### Wiring by layer

Only two layers are drawn.
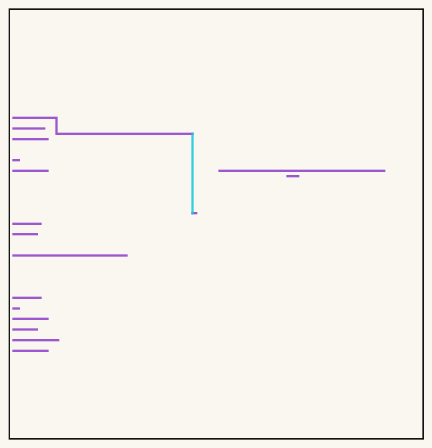
### Routed clock nets over the placement

The bar under the picture is 20 um long.
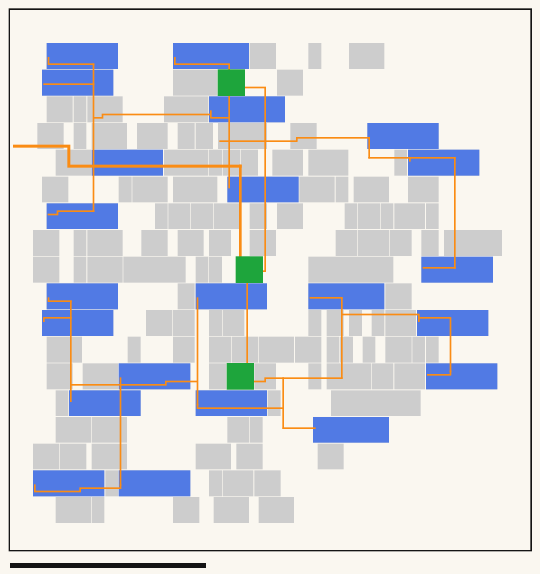
### PDN straps and rails

Pins as bars on the die edge.
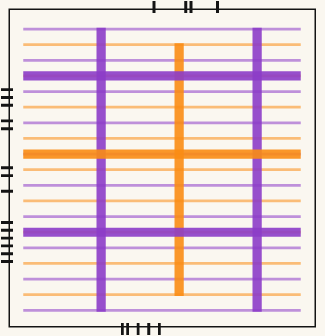
--- src/rtl/mux_41_scan_ctrl.sv ---
// Scan sequencer for a 4:1 bit mux: captures a word, sweeps sel 0..3 with a programmable dwell,
// samples f per channel, and streams/reassembles the bits. Optional parity: `MUX_SCAN_PARITY_EN.
module mux_41_scan_ctrl #(
  parameter int unsigned DWELL = 1
) (
  input  logic       clk,
  input  logic       rst,
  input  logic       start,
  input  logic [3:0] i,
  output logic [3:0] i_hold,
  output logic [1:0] sel,
  input  logic       f,
  output logic       bit_out,
  output logic       bit_valid,
  output logic [3:0] word_out,
  output logic       busy,
  output logic       done,
  output logic       parity_out
);

  // state  | meaning
  // IDLE   | waiting for start; captured word and results held
  // SCAN   | dwelling on channel sel, sampling f at the end of each dwell
  // DONE   | one-cycle completion, done asserted
  typedef enum logic [1:0] {
    S_IDLE = 2'd0,
    S_SCAN = 2'd1,
    S_DONE = 2'd2
  } state_t;

  localparam logic [7:0] CNT_LAST = 8'(DWELL - 1);

  state_t     state_q, state_d;
  logic [7:0] cnt_q, cnt_d;
  logic [1:0] sel_q, sel_d;
  logic [3:0] i_hold_q, i_hold_d;
  logic [3:0] word_q, word_d;
  logic       bit_out_q, bit_out_d;
  logic       bit_valid_q, bit_valid_d;
  logic       last_cnt;

`ifdef MUX_SCAN_PARITY_EN
  logic       parity_q, parity_d;
`endif

  assign last_cnt = (cnt_q == CNT_LAST);

  always_ff @(posedge clk) begin
    if (rst) begin
      state_q     <= S_IDLE;
      cnt_q       <= 8'd0;
      sel_q       <= 2'd0;
      i_hold_q    <= 4'd0;
      word_q      <= 4'd0;
      bit_out_q   <= 1'b0;
      bit_valid_q <= 1'b0;
`ifdef MUX_SCAN_PARITY_EN
      parity_q    <= 1'b0;
`endif
    end else begin
      state_q     <= state_d;
      cnt_q       <= cnt_d;
      sel_q       <= sel_d;
      i_hold_q    <= i_hold_d;
      word_q      <= word_d;
      bit_out_q   <= bit_out_d;
      bit_valid_q <= bit_valid_d;
`ifdef MUX_SCAN_PARITY_EN
      parity_q    <= parity_d;
`endif
    end
  end

  always_comb begin
    state_d     = state_q;
    cnt_d       = cnt_q;
    sel_d       = sel_q;
    i_hold_d    = i_hold_q;
    word_d      = word_q;
    bit_out_d   = bit_out_q;
    bit_valid_d = 1'b0;
`ifdef MUX_SCAN_PARITY_EN
    parity_d    = parity_q;
`endif
    case (state_q)
      S_IDLE: begin
        if (start) begin
          state_d  = S_SCAN;
          i_hold_d = i;
          sel_d    = 2'd0;
          cnt_d    = 8'd0;
        end
      end
      S_SCAN: begin
        if (last_cnt) begin
          word_d[sel_q] = f;
          bit_out_d     = f;
          bit_valid_d   = 1'b1;
          cnt_d         = 8'd0;
          if (sel_q == 2'd3) begin
            // sel parks on 3 through DONE; it returns to 0 on the way back to IDLE
            state_d = S_DONE;
`ifdef MUX_SCAN_PARITY_EN
            parity_d = ^word_d;
`endif
          end else begin
            sel_d = sel_q + 2'd1;
          end
        end else begin
          cnt_d = cnt_q + 8'd1;
        end
      end
      S_DONE: begin
        state_d = S_IDLE;
        sel_d   = 2'd0;
        cnt_d   = 8'd0;
      end
      default: begin
        state_d = S_IDLE;
        sel_d   = 2'd0;
        cnt_d   = 8'd0;
      end
    endcase
  end

  always_comb begin
    i_hold    = i_hold_q;
    sel       = sel_q;
    bit_out   = bit_out_q;
    bit_valid = bit_valid_q;
    word_out  = word_q;
    busy      = (state_q != S_IDLE);
    done      = (state_q == S_DONE);
`ifdef MUX_SCAN_PARITY_EN
    parity_out = parity_q;
`else
    parity_out = 1'b0;
`endif
  end

endmodule

--- config.mk ---
export PLATFORM = sky130hd
export DESIGN_NAME = mux_41_scan_ctrl
export DESIGN_NICKNAME = d
export VERILOG_FILES = /design/src/rtl/mux_41_scan_ctrl.sv
export SDC_FILE = /design/constraint.sdc
export NUM_CORES = 1
export LEC_CHECK = 0
export CAP_MARGIN = 25
export CORE_AREA = 2 2 51 53
export CTS_CLUSTER_SIZE = 12
export DETAILED_ROUTE_END_ITERATION = 16
export DIE_AREA = 0 0 53 55
export HOLD_SLACK_MARGIN = 0.06
export PLACE_DENSITY = 0.72
export SETUP_SLACK_MARGIN = 0.5
export SLEW_MARGIN = 20
export SYNTH_ARGS = -nofsm -noshare
export SYNTH_HDL_FRONTEND = slang
export SYNTH_SLANG_ARGS = --single-unit
--- constraint.sdc ---
create_clock -name clk -period 2.15 [get_ports clk]
set_input_delay 0.215 -clock clk [delete_from_list [all_inputs] [get_ports clk]]
set_output_delay 0.215 -clock clk [all_outputs]
set_load 0.1 [all_outputs]
==> summary.txt <==
fresh numbers from the pnr run: status=completed, Finished Layout Cells=172, yosys cell count=113, aoi share=5.861%, P_clk=0.000237 W, Yosys Chip Area=1046 um2, Routed WL=2134 um, Crit Reg-Reg Endpoint=sel[1], non-clk buf share=16.62%, WP data arrival=1.87 ns, Post-CTS Setup Inserts=2, die outline area=2915 um2, CLK BUF=4, Core Util, Final=57.94%, CTS root buf=clkbuf_4, layout cells sized above 1=27.46%, antenna fix cells=0, Post-Synthesis Cells=113, met2 routed WL=1096 um, Switching Share=33.07%, CP endpoint kind=flip-flop, Worst EP required=2.40 ns, main flop type=dfxtp_1, final setup violation count=0, logic area=600.6 um2, Clock Path Buffers=2, Adder-Cell Fraction of Synth Area=7.177%, Hold WS=0.5090 ns, Non-clock inverters=6, grt met3 use=2.957%, CP Capture Point=sel[1], kind of critical path=reg -> reg, Comb. pwr=0.000214 W, Clk pwr share=26.8%, total I/O pin count=23, total clock buffers created by CTS=3, Comb gates=82, DR vias=870
-- 'Wiring by layer' (at the start) --
- purple: metal 3 (wire length 104 um)
- cyan: metal 4 (wire length 10.2 um)

-- 'Routed clock nets over the placement' (at the start) --
- blue: flip-flops (count 22)
- orange: clock wires (length 295 um)
- green: clock drivers (count 3)
- routed clock nets: 4
- flops lie: spread over the die

-- 'PDN straps and rails' (at the start) --
- orange: VDD
- purple: VSS
- met4 straps: 3
- rows: 18
- met5 straps: 3
- signal pins: 23

Power is estimated from default activity; no workload was simulated.
